<file path="config.mk">
export PLATFORM = sky130hd
export DESIGN_NAME = imem_uart_loader
export DESIGN_NICKNAME = d
export VERILOG_FILES = /design/src/rtl/imem_uart_loader_pkg.sv /design/src/rtl/imem_uart_loader_uart_rx_core.sv /design/src/rtl/imem_uart_loader.sv
export SDC_FILE = /design/constraint.sdc
export NUM_CORES = 1
export LEC_CHECK = 0
export CAP_MARGIN = 20
export CORE_MARGIN = 5
export CORE_UTILIZATION = 48
export DETAILED_ROUTE_END_ITERATION = 10
export PLACE_DENSITY = 0.72
export SLEW_MARGIN = 15
export SYNTH_ARGS = -nofsm -noshare
export SYNTH_HDL_FRONTEND = slang
export SYNTH_SLANG_ARGS = --single-unit
</file>
<file path="constraint.sdc">
create_clock -name clk -period 1.9 [get_ports clk]
set_input_delay 0.38 -clock clk [delete_from_list [all_inputs] [get_ports clk]]
set_output_delay 0.38 -clock clk [all_outputs]
set_load 0.1 [all_outputs]
</file>
<file path="src/rtl/imem_uart_loader_pkg.sv">
// Shared definitions for the UART instruction-memory loader: frame FSM state
// encoding, default frame start marker and bit-timing derivation.
package imem_uart_loader_pkg;

    localparam int unsigned STATE_W = 3;
    localparam int unsigned BYTE_W  = 8;
    localparam int unsigned WORD_W  = 32;

    // Frame FSM encoding
    localparam logic [STATE_W-1:0] IDLE      = 3'd0;
    localparam logic [STATE_W-1:0] GET_COUNT = 3'd1;
    localparam logic [STATE_W-1:0] GET_DATA  = 3'd2;
    localparam logic [STATE_W-1:0] GET_CSUM  = 3'd3;
    localparam logic [STATE_W-1:0] DONE      = 3'd4;
    localparam logic [STATE_W-1:0] ERROR     = 3'd5;

    localparam logic [BYTE_W-1:0] START_BYTE_DEFAULT = 8'hA5;

    // Clocks per UART bit (integer division)
    function automatic int unsigned clks_per_bit(input int unsigned clk_hz,
                                                 input int unsigned baud);
        return clk_hz / baud;
    endfunction

endpackage

</file>
<file path="src/rtl/imem_uart_loader_uart_rx_core.sv">
// uart_rx_core: 8N1 LSB-first UART receiver.
//   clk, reset   : system clock, async active-low reset
//   uart_rx      : raw serial line (idles high)
//   rx_valid     : one-cycle pulse, rx_byte holds a byte with a good stop bit
//   rx_byte      : last received byte
//   rx_ferr      : one-cycle pulse when the stop bit was sampled low
module uart_rx_core
    import imem_uart_loader_pkg::*;
#(
    parameter int unsigned CLKS_PER_BIT = 16
) (
    input  logic              clk,
    input  logic              reset,
    input  logic              uart_rx,
    output logic              rx_valid,
    output logic [BYTE_W-1:0] rx_byte,
    output logic              rx_ferr
);

    localparam int unsigned CNT_W = $clog2(CLKS_PER_BIT + 1);
    localparam logic [CNT_W-1:0] BIT_LAST  = CNT_W'(CLKS_PER_BIT - 1);
    localparam logic [CNT_W-1:0] HALF_LAST = CNT_W'(CLKS_PER_BIT / 2 - 1);

    localparam logic [1:0] RX_IDLE  = 2'd0;
    localparam logic [1:0] RX_START = 2'd1;
    localparam logic [1:0] RX_DATA  = 2'd2;
    localparam logic [1:0] RX_STOP  = 2'd3;

    logic              rx_meta, rx_sync, rx_prev;
    logic [1:0]        state_q, state_d;
    logic [CNT_W-1:0]  cnt_q, cnt_d;
    logic [2:0]        bit_q, bit_d;
    logic [BYTE_W-1:0] shift_q, shift_d;
    logic              rx_valid_d, rx_ferr_d;
    logic [BYTE_W-1:0] rx_byte_d;

    // Synchronizer, edge history and receiver state registers
    always_ff @(posedge clk or negedge reset) begin
        if (!reset) begin
            rx_meta  <= 1'b1;
            rx_sync  <= 1'b1;
            rx_prev  <= 1'b1;
            state_q  <= RX_IDLE;
            cnt_q    <= '0;
            bit_q    <= '0;
            shift_q  <= '0;
            rx_valid <= 1'b0;
            rx_ferr  <= 1'b0;
            rx_byte  <= '0;
        end else begin
            rx_meta  <= uart_rx;
            rx_sync  <= rx_meta;
            rx_prev  <= rx_sync;
            state_q  <= state_d;
            cnt_q    <= cnt_d;
            bit_q    <= bit_d;
            shift_q  <= shift_d;
            rx_valid <= rx_valid_d;
            rx_ferr  <= rx_ferr_d;
            rx_byte  <= rx_byte_d;
        end
    end

    // Bit timing and sampling
    always_comb begin
        state_d    = state_q;
        cnt_d      = cnt_q;
        bit_d      = bit_q;
        shift_d    = shift_q;
        rx_valid_d = 1'b0;
        rx_ferr_d  = 1'b0;
        rx_byte_d  = rx_byte;
        case (state_q)
            RX_IDLE: begin
                if (rx_prev && !rx_sync) begin
                    state_d = RX_START;
                    cnt_d   = HALF_LAST;
                end
            end
            RX_START: begin
                // Mid-start re-check rejects short glitches
                if (cnt_q == '0) begin
                    if (rx_sync) begin
                        state_d = RX_IDLE;
                    end else begin
                        state_d = RX_DATA;
                        cnt_d   = BIT_LAST;
                        bit_d   = '0;
                    end
                end else begin
                    cnt_d = cnt_q - CNT_W'(1);
                end
            end
            RX_DATA: begin
                if (cnt_q == '0) begin
                    shift_d = {rx_sync, shift_q[BYTE_W-1:1]};
                    cnt_d   = BIT_LAST;
                    if (bit_q == 3'd7) begin
                        state_d = RX_STOP;
                    end else begin
                        bit_d = bit_q + 3'd1;
                    end
                end else begin
                    cnt_d = cnt_q - CNT_W'(1);
                end
            end
            RX_STOP: begin
                if (cnt_q == '0) begin
                    state_d = RX_IDLE;
                    if (rx_sync) begin
                        rx_valid_d = 1'b1;
                        rx_byte_d  = shift_q;
                    end else begin
                        rx_ferr_d  = 1'b1;
                    end
                end else begin
                    cnt_d = cnt_q - CNT_W'(1);
                end
            end
            default: state_d = RX_IDLE;
        endcase
    end

endmodule

</file>
<file path="src/rtl/imem_uart_loader.sv">
// imem_uart_loader: receives a framed program image over UART
// (START, COUNT, COUNT*4 big-endian data bytes, XOR checksum) and writes it
// word by word into instruction memory while holding the processor.
//   clk, reset  : system clock, async active-low reset
//   uart_rx     : serial line from host
//   imem_we     : one-cycle write strobe
//   imem_addr   : word address of the write
//   imem_wdata  : word to write
//   cpu_hold    : processor stall/reset request while loading or after failure
//   load_done   : last load completed with good checksum
//   load_error  : last load aborted (framing error or bad checksum)
module imem_uart_loader
    import imem_uart_loader_pkg::*;
#(
    parameter int unsigned       CLK_FREQ_HZ = 100000000,
    parameter int unsigned       BAUD        = 9600,
    parameter int unsigned       ADDR_WIDTH  = 8,
    parameter logic [BYTE_W-1:0] START_BYTE  = START_BYTE_DEFAULT
) (
    input  logic                  clk,
    input  logic                  reset,
    input  logic                  uart_rx,
    output logic                  imem_we,
    output logic [ADDR_WIDTH-1:0] imem_addr,
    output logic [WORD_W-1:0]     imem_wdata,
    output logic                  cpu_hold,
    output logic                  load_done,
    output logic                  load_error
);

    localparam int unsigned CLKS_PER_BIT = clks_per_bit(CLK_FREQ_HZ, BAUD);

    logic              rx_valid, rx_ferr;
    logic [BYTE_W-1:0] rx_byte;

    uart_rx_core #(
        .CLKS_PER_BIT (CLKS_PER_BIT)
    ) u_rx (
        .clk      (clk),
        .reset    (reset),
        .uart_rx  (uart_rx),
        .rx_valid (rx_valid),
        .rx_byte  (rx_byte),
        .rx_ferr  (rx_ferr)
    );

    logic [STATE_W-1:0]    state_q, state_d;
    logic [BYTE_W-1:0]     count_q, count_d;
    logic [BYTE_W-1:0]     words_q, words_d;
    logic [1:0]            idx_q, idx_d;
    logic [WORD_W-1:0]     word_q, word_d;
    logic [BYTE_W-1:0]     csum_q, csum_d;
    logic                  imem_we_d;
    logic [ADDR_WIDTH-1:0] imem_addr_d;
    logic [WORD_W-1:0]     imem_wdata_d;
    logic                  cpu_hold_d, load_done_d, load_error_d;

    // State and output registers
    always_ff @(posedge clk or negedge reset) begin
        if (!reset) begin
            state_q    <= IDLE;
            count_q    <= '0;
            words_q    <= '0;
            idx_q      <= '0;
            word_q     <= '0;
            csum_q     <= '0;
            imem_we    <= 1'b0;
            imem_addr  <= '0;
            imem_wdata <= '0;
            cpu_hold   <= 1'b0;
            load_done  <= 1'b0;
            load_error <= 1'b0;
        end else begin
            state_q    <= state_d;
            count_q    <= count_d;
            words_q    <= words_d;
            idx_q      <= idx_d;
            word_q     <= word_d;
            csum_q     <= csum_d;
            imem_we    <= imem_we_d;
            imem_addr  <= imem_addr_d;
            imem_wdata <= imem_wdata_d;
            cpu_hold   <= cpu_hold_d;
            load_done  <= load_done_d;
            load_error <= load_error_d;
        end
    end

    // Frame parsing, word assembly, checksum and address counter
    always_comb begin
        state_d      = state_q;
        count_d      = count_q;
        words_d      = words_q;
        idx_d        = idx_q;
        word_d       = word_q;
        csum_d       = csum_q;
        imem_we_d    = 1'b0;
        imem_addr_d  = imem_addr;
        imem_wdata_d = imem_wdata;
        cpu_hold_d   = cpu_hold;
        load_done_d  = load_done;
        load_error_d = load_error;
        case (state_q)
            IDLE, DONE, ERROR: begin
                if (rx_valid && (rx_byte == START_BYTE)) begin
                    state_d      = GET_COUNT;
                    cpu_hold_d   = 1'b1;
                    load_done_d  = 1'b0;
                    load_error_d = 1'b0;
                    imem_addr_d  = '0;
                    csum_d       = '0;
                    idx_d        = '0;
                    words_d      = '0;
                end
            end
            GET_COUNT: begin
                if (rx_ferr) begin
                    state_d      = ERROR;
                    load_error_d = 1'b1;
                end else if (rx_valid) begin
                    count_d = rx_byte;
                    state_d = (rx_byte == '0) ? GET_CSUM : GET_DATA;
                end
            end
            GET_DATA: begin
                // Cycle after the strobe: advance address, leave after last word
                if (imem_we) begin
                    imem_addr_d = ADDR_WIDTH'(imem_addr + 1'b1);
                    words_d     = words_q + 8'd1;
                    if (words_q == BYTE_W'(count_q - 8'd1)) begin
                        state_d = GET_CSUM;
                    end
                end
                if (rx_ferr) begin
                    state_d      = ERROR;
                    load_error_d = 1'b1;
                end else if (rx_valid) begin
                    word_d = {word_q[WORD_W-BYTE_W-1:0], rx_byte};
                    csum_d = csum_q ^ rx_byte;
                    idx_d  = idx_q + 2'd1;
                    if (idx_q == 2'd3) begin
                        imem_we_d    = 1'b1;
                        imem_wdata_d = {word_q[WORD_W-BYTE_W-1:0], rx_byte};
                    end
                end
            end
            GET_CSUM: begin
                if (rx_ferr) begin
                    state_d      = ERROR;
                    load_error_d = 1'b1;
                end else if (rx_valid) begin
                    if (rx_byte == csum_q) begin
                        state_d     = DONE;
                        load_done_d = 1'b1;
                        cpu_hold_d  = 1'b0;
                    end else begin
                        state_d      = ERROR;
                        load_error_d = 1'b1;
                    end
                end
            end
            default: state_d = IDLE;
        endcase
    end

endmodule

</file>
Run 1, M4 wires:
Cells faint in the background.
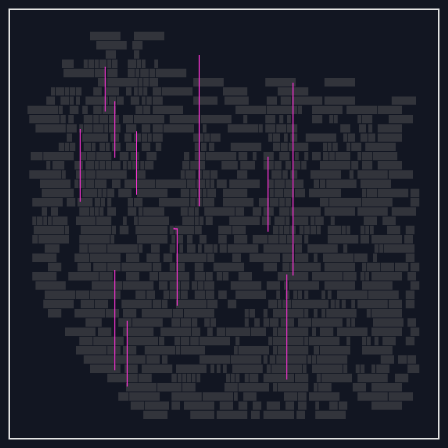
wire length on this layer	294 um
share of all routed wire	2.1%
main direction	vertical
longest straight run	56.4 um
nets with wire on the layer	7

Run 1, routed clock nets over the placement:
The bar under the picture is 50 um long.
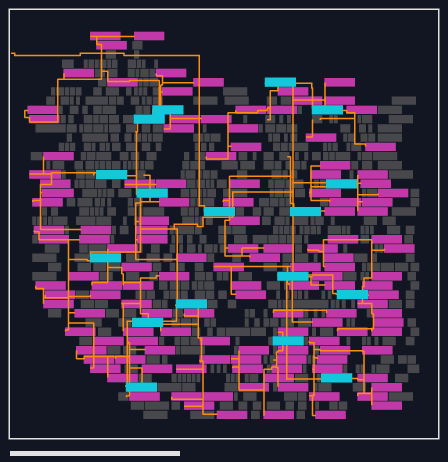
[clock wires] orange | length: 1,590 um
[clock drivers] cyan | count: 17
[flip-flops] magenta | count: 137
flops lie	all over the die

Run 1, cells colored by class:
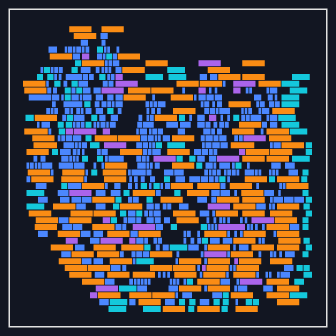
class	color	cells
combinational and other logic	blue	441
clock drivers and dummy loads	purple	32
flops	orange	137
other buffers and delay cells	cyan	102

Run 1, clock nets:
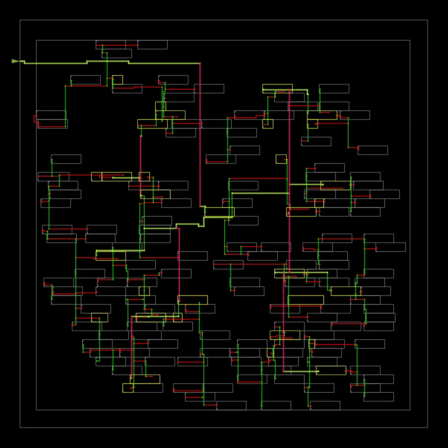
number of buffers added by the clock tree synthesis step: 17
number of sequential cells in the layout: 137
Num Clock Sinks: 137
clock skew after layout: 0.0103 ns
worst-skew pair later-pin latency: 0.43 ns

## run 1: worst min-delay path by stage
stage / start / end / slack, ns / cells after the start
final: u_rx.rx_meta / u_rx.rx_sync / 0.36 / 0
after floorplan: reset / async pin / 0.08 / 0
after detailed placement: reset / word_q[21] / 0.28 / 1
after global routing: uart_rx / u_rx.rx_meta / 0.35 / 1
after global placement: reset / word_q[21] / 0.28 / 1
after CTS: uart_rx / u_rx.rx_meta / 0.36 / 1
## run 1: cells in the final DEF (no fill, tap or decap), types with 9 or more instances in the layout
cell type,count
sky130_fd_sc_hd__clkbuf_16,17
sky130_fd_sc_hd__buf_12,22
sky130_fd_sc_hd__buf_4,76
sky130_fd_sc_hd__xnor2_1,10
sky130_fd_sc_hd__nor2_1,48
sky130_fd_sc_hd__nand3_1,10
sky130_fd_sc_hd__dfrtp_1,132
sky130_fd_sc_hd__o21a_1,9
sky130_fd_sc_hd__nand4_1,9
sky130_fd_sc_hd__xor2_1,22
sky130_fd_sc_hd__a21oi_1,32
sky130_fd_sc_hd__mux2_2,54
sky130_fd_sc_hd__o21ai_0,24
sky130_fd_sc_hd__nand2_1,110
sky130_fd_sc_hd__ha_1,10
sky130_fd_sc_hd__inv_1,10
## run 1: final cells by class
cell class / instances / area, sq um
inverter: 12 / 45.0
tap: 176 / 220
fill: 1071 / 5030
clock buffer: 18 / 439
timing repair buffer: 102 / 1050
clock inverter: 14 / 134
multi-input combinational: 429 / 2840
sequential: 137 / 3430
## run 1: routing by layer
layer	track usage	up-vias
met3	0.0436	27
met1	0.234	2365
li1	-	2284
met5	0	-
met2	0.314	127
met4	0.0757	0
==> run notes, run 1 <==
Flow results are below.

- The biggest area contributor in the post-synthesis netlist is sky130_fd_sc_hd__dfrtp_1.
- The hold buffer count at cts is 1, for reference.
- The group drawing the most power is sequential cells, for reference.
- The clock-pin transition on the worst setup and hold timing paths is 0.06 ns, for reference.
- Across all hold checks on the routed design, the worst slack comes to 0.357 ns.
- Yosys stat counts 611 cells in the synthesized netlist.
- Overall routing resource usage recorded by global route was 0.187.
- The die is 126 um wide.
- Of the available clock period, the critical path in the final layout requires 0.973.
- Yosys attributes the largest share of cell area to sky130_fd_sc_hd__dfrtp_1 (52%), sky130_fd_sc_hd__mux2_2 (9.4%), sky130_fd_sc_hd__nand2_1 (6.4%), sky130_fd_sc_hd__xor2_1 (3.0%), sky130_fd_sc_hd__nor2_1 (2.9%).
- The sum of met3 wire segment lengths after detailed routing is 628 um, for reference.
- The flow ran to the end, and the final reports show no timing, DRC or antenna violations.
- The number of flip-flops in the largest register is 32, for reference.
- The cell-mix breakdown from Yosys lists the simple-gate area share as 0.176.
- The H-tree generated during clock tree synthesis spans 4 levels.
- The number of OpenROAD warnings is 31, for reference.
- After routing the design area is 0.00816 sq mm.
- The number of antenna diodes in the final layout is 0.
- Using the TritonRoute via totals, the vias-per-cell ratio works out to 5.41.
- The worst setup path is launched from a flip-flop.
- The switching power of the nets is 2.56 mW, for reference.
- The length of routed wiring on met1 is 5970 um, for reference.
- Broken down by cell family, the worst path's largest delay share belongs to simple AND/OR/NAND/NOR gates.
- The number of setup buffers added after CTS is 0.
- The post-synthesis share of cell area spent on and-or and or-and gates is 0.0913, for reference.
- In the synthesized netlist the async set-or-reset flop fraction comes to 1.00.
- The number of core rows is 42, for reference.
- Summing all multiplexer cells gives an area fraction of 0.0942.
- Total power normalized to cell area comes to 1040 mW/mm^2.
==> run 1 -> run 2 <==
--- a/config.mk
+++ b/config.mk
@@ -5,7 +5,7 @@
 export SDC_FILE = /design/constraint.sdc
 export NUM_CORES = 1
 export LEC_CHECK = 0
-export CAP_MARGIN = 20
+export CAP_MARGIN = 5
 export CORE_MARGIN = 5
 export CORE_UTILIZATION = 48
 export DETAILED_ROUTE_END_ITERATION = 10
Run 2, routed metal per tile:
The die is cut into 25 by 25 equal tiles; dark blue is low, red is high, scaled to the fullest tile. Values are wire area over tile area, all layers added.
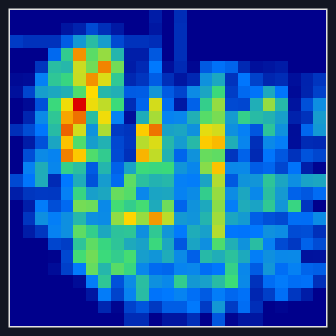
emptiest ninth of the die	top right
fullest tile	0.57
densest ninth of the die	middle

Run 2, routed clock nets over the placement:
The bar under the picture is 50 um long.
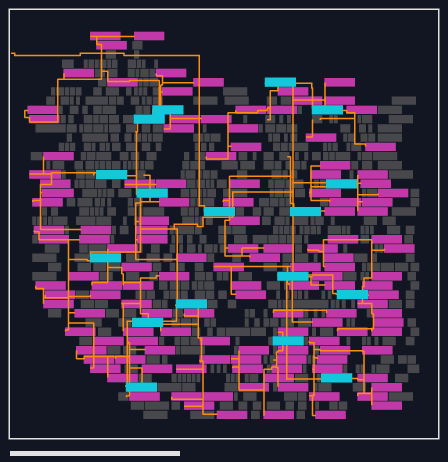
[clock wires] orange | length: 1,590 um
[flip-flops] magenta | count: 137
[clock drivers] cyan | count: 17
routed clock nets	18
flops lie	all over the die

==> run notes, run 2 <==
Flow results are below.

- The synthesis report lists the most area-consuming cells as sky130_fd_sc_hd__dfrtp_1 (52%), sky130_fd_sc_hd__mux2_2 (9.4%), sky130_fd_sc_hd__nand2_1 (6.4%), sky130_fd_sc_hd__xor2_1 (3.0%), sky130_fd_sc_hd__nor2_1 (2.9%).
- The share of the clock period used by the worst path is 0.973, for reference.
- The number of OpenROAD warnings is 31, for reference.
- The length of routed wiring on met1 is 5970 um, for reference.
- The synthesis report gives the async set-or-reset register share as 1.00.
- The clock insertion delay at the later pin of the skew report is 0.43 ns, for reference.
- In the routed layout, each cell is associated on average with a via count of 5.41.
- The switching power of the nets is 2.56 mW, for reference.
- The worst hold path stage count is 0, for reference.
- The top cell types in the final layout, fill and taps aside, are sky130_fd_sc_hd__dfrtp_1 (132), sky130_fd_sc_hd__nand2_1 (110), sky130_fd_sc_hd__buf_4 (76).
- The antenna diode instance count is 0, for reference.
- met1 track demand over resource after global routing is 0.234.
- The most common logic cell in the final layout is sky130_fd_sc_hd__dfrtp_1.
- The synthesized netlist was found by Yosys to have 611 cells.
- The timing report gives the clock slew at the launch and capture registers of the worst setup and hold paths as 0.06 ns.
- The worst hold slack after final layout is 0.357 ns, for reference.
- The run finished with clean final reports.
- The number of sinks on the clock net is 137, for reference.
- The sum of met3 wire segment lengths after detailed routing is 628 um, for reference.
- The post-synthesis register bit count is 137, for reference.
- The die is 126 um wide.
- After global routing, the most crowded layer is met2.
- The first-pass GRT wire length is 24,100 um, for reference.
- Summed over all layers, the routed wires come to 14,000 um.
- For this design the ratio of total power to cell area is 1040 mW/mm^2.
- STA classifies the critical path startpoint as a flip-flop.
- In this run the maximum-capacitance check reported violations numbering 0.
- The warning tally printed by Yosys for this design is 0.
- Per the CTS log, the maximum H-tree level is 4.
- Port buffering added 46 buffers.
- The pre-CTS setup slack is -0.0352 ns, for reference.
- The largest share of the power goes to sequential cells.
- Among cell families on the critical path, the largest total delay comes from simple AND/OR/NAND/NOR gates.
- The share of the yosys chip area belonging to registers is 0.532, for reference.
- In this run the deepest clock path goes through 2 buffers.
- The met2 usage is 0.314, for reference.
- For the worst min-delay path, the startpoint reported by OpenROAD is u_rx.rx_meta.
- The global-route track usage on met3 is 0.0436, for reference.
- For this run, the total global-route usage over all layers was measured as 0.187.
- The maximum clock skew at final layout is 0.0103 ns, for reference.
- The cell accounting for the most synthesized area is sky130_fd_sc_hd__dfrtp_1, for reference.
- The number of flip-flops in the largest register is 32, for reference.
- The endpoint of the worst hold path is reported as u_rx.rx_sync.
- The number of core rows is 42, for reference.
- RePlAce ended its routability-driven mode at a weighted congestion of 0.902.
- The number of clock buffers inserted by TritonCTS is 17, for reference.
-- run 2: cell counts after synthesis --
Identical to the previous run, type by type.
-- run 2: logic make-up after synthesis --
logic type	synth area share
AOI/OAI and AO/OA	0.0913
xor gates and xnor gates	0.0434
adders and majority gates	0.0213
buffers and inverters	0.0417
DFF	0.532
muxes	0.0942
and+or+nand+nor	0.176
-- run 2: repair_timing --
action                                 CTS  global route
setup buffers                            0             3
endpoints found under the hold margin   26             0
setup endpoints to repair               14            26
hold buffers                             1             0
gates resized                            3            17
pin swaps                                0             3
-- run 2: layout make-up --
cell class              instances  area, sq um
inverters                      12         45.0
clock buffers                  18          439
multi-input cells             429         2840
repair buffers                102         1050
flip-flops and latches        137         3430
fillers                      1071         5030
clock inverters                14          134
well taps                     176          220
-- run 2: metrics by stage --
| stage | area, sq um | total power [mW] | cells |
|---|---|---|---|
| 6_report | 8160 | 8.50 | 888 |
| 5_1_grt | 8160 | 8.94 | 888 |
| 4_1_cts | 8080 | 8.40 | 885 |
| 3_5_place_dp | 7490 | 5.19 | 852 |
| 3_3_place_gp | 7490 | 5.13 | 852 |
| 2_1_floorplan | 6480 | 4.45 | 611 |
-- run 2: worst max-delay path by stage --
| stage | cells after the start | slack (ns) | startpoint | end |
|---|---|---|---|---|
| 6_report | 9 | 0.05 | u_rx.cnt_q[0] | flip-flop |
| 3_5_place_dp | 8 | -0.04 | u_rx.cnt_q[1] | u_rx.cnt_q[10] |
| 4_1_cts | 9 | 0.03 | u_rx.cnt_q[0] | flip-flop |
| 2_1_floorplan | 10 | -0.0008 | u_rx.cnt_q[0] | u_rx.cnt_q[11] |
| 5_1_grt | 8 | -0.06 | u_rx.cnt_q[0] | flip-flop |
| 3_3_place_gp | 8 | 0.02 | u_rx.cnt_q[1] | u_rx.cnt_q[6] |
==> run 2 -> run 3 <==
--- a/config.mk
+++ b/config.mk
@@ -8,6 +8,7 @@
 export CAP_MARGIN = 5
 export CORE_MARGIN = 5
 export CORE_UTILIZATION = 48
+export CTS_CLUSTER_DIAMETER = 200
 export DETAILED_ROUTE_END_ITERATION = 10
 export PLACE_DENSITY = 0.72
 export SLEW_MARGIN = 15
Run 3, clock nets:
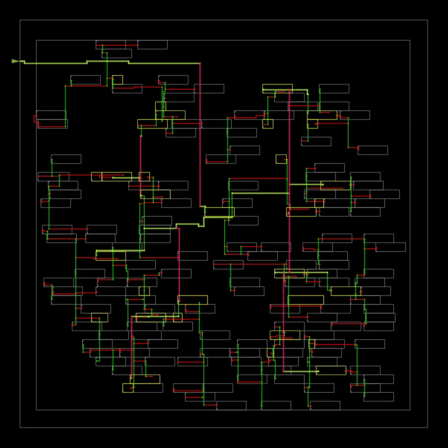
reported clock group power: 3.15 mW
number of clock buffers in the layout: 18

Run 3, M4 wires:
Cells faint in the background.
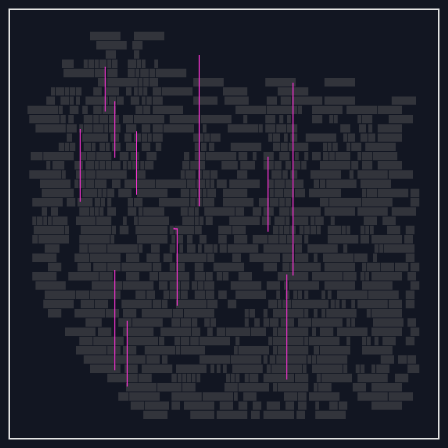
share of all routed wire	2.1%
nets with wire on the layer	7

==> run notes, run 3 <==
Flow results are below.

- The flow ran to the end, and the final reports show no timing, DRC or antenna violations.
- Warnings raised by the tools during the run amount to 31.
- Of the total synthesized cell area, the portion taken by AND, OR, NAND and NOR gates is 0.176.
- The share of the clock period used by the worst path is 0.973, for reference.
- The count of warnings emitted by yosys is 0, for reference.
- Yosys reported that registers with async set or reset make up 1.00.
- The synthesis report lists the most area-consuming cells as sky130_fd_sc_hd__dfrtp_1 (52%), sky130_fd_sc_hd__mux2_2 (9.4%), sky130_fd_sc_hd__nand2_1 (6.4%), sky130_fd_sc_hd__xor2_1 (3.0%), sky130_fd_sc_hd__nor2_1 (2.9%).
- The power per cell area is 1040 mW/mm^2, for reference.
- Grouping stages by cell kind, the critical path spends the most delay in simple AND/OR/NAND/NOR gates.
- The filler cell count is 1,071, for reference.
- The number of resized instances in the post-cts repair step is 3, for reference.
- Of the synthesized area, sequential elements account for 0.532.
- The number of clock buffers inserted by TritonCTS is 17, for reference.
- In the layout the commonest cells are sky130_fd_sc_hd__dfrtp_1 (132), sky130_fd_sc_hd__nand2_1 (110), sky130_fd_sc_hd__buf_4 (76).
- Of the total synthesized cell area, the portion taken by full adders, half adders and majority gates is 0.0213.
- Clock skew on the completed layout was measured at 0.0103 ns.
- The worst setup path is launched from a flip-flop.
- The routed wire length is 14,000 um, for reference.
- After layout, the design draws a total of 8.50 mW.
- The number of violations of the max-capacitance limit is 0, for reference.
- The post-placement cell area is 0.00749 sq mm, for reference.
- The worst hold path begins at u_rx.rx_meta.
- The clock insertion delay at the later pin of the skew report is 0.43 ns, for reference.
- Of the post-synthesis cell area, the part taken by muxes is 0.0942.
- Looking at the clock tree report, the H-tree level count equals 4.
- The cell-mix breakdown from Yosys lists the compound-gate area share as 0.0913.
- Looking at the post-CTS report, the setup buffer insertion count equals 0.
- The synthesized design spends more area on one cell type than any other, namely sky130_fd_sc_hd__dfrtp_1.
-- run 3: cell counts in the layout (fill, tap and decap cells not counted) --
Identical to the previous run, type by type.
-- run 3: cells by family after synthesis --
group	Yosys count
xor gates and xnor gates	32
muxes	54
AOI/OAI and AO/OA	96
adders and majority gates	11
and+or+nand+nor	236
DFF	137
buffers and inverters	45
-- run 3: layer usage --
layer,wire (um),GRT usage,vias up
li1,-,-,2284
met1,5970,0.234,2365
met2,7090,0.314,127
met3,628,0.0436,27
met4,293,0.0757,0
met5,0,0,-
-- run 3: final cells by class --
cell class,count,area share
flip-flops and latches,137,0.421
inverters,12,0.00552
clock buffers,18,0.0538
clock inverters,14,0.0164
well taps,176,0.0270
repair buffers,102,0.129
multi-input cells,429,0.347
-- run 3: through the flow --
step | std cells | setup slack [ns]
5_1_grt | 888 | -0.0611
6_report | 888 | 0.0514
3_3_place_gp | 852 | 0.0153
3_5_place_dp | 852 | -0.0352
2_1_floorplan | 611 | -0.000821
4_1_cts | 885 | 0.0301
-- run 3: how the worst max path moves through the flow --
stage	startpoint	endpoint	slack, ns	cells past startpoint
floorplan	u_rx.cnt_q[0]	u_rx.cnt_q[11]	-0.0008	10
global placement	u_rx.cnt_q[1]	u_rx.cnt_q[6]	0.02	8
detailed placement	u_rx.cnt_q[1]	u_rx.cnt_q[10]	-0.04	8
CTS	u_rx.cnt_q[0]	flip-flop	0.03	9
global route	u_rx.cnt_q[0]	flip-flop	-0.06	8
finish	u_rx.cnt_q[0]	flip-flop	0.05	9
-- run 3: power breakdown --
part / internal [mW] / leakage (nW) / switching (mW)
registers: 3.08 / 1.88 / 0.146
clock network: 1.86 / 0.279 / 1.29
logic: 1.00 / 1.95 / 1.12
Power figures rest on the tool's default switching activity, not on a simulated workload.
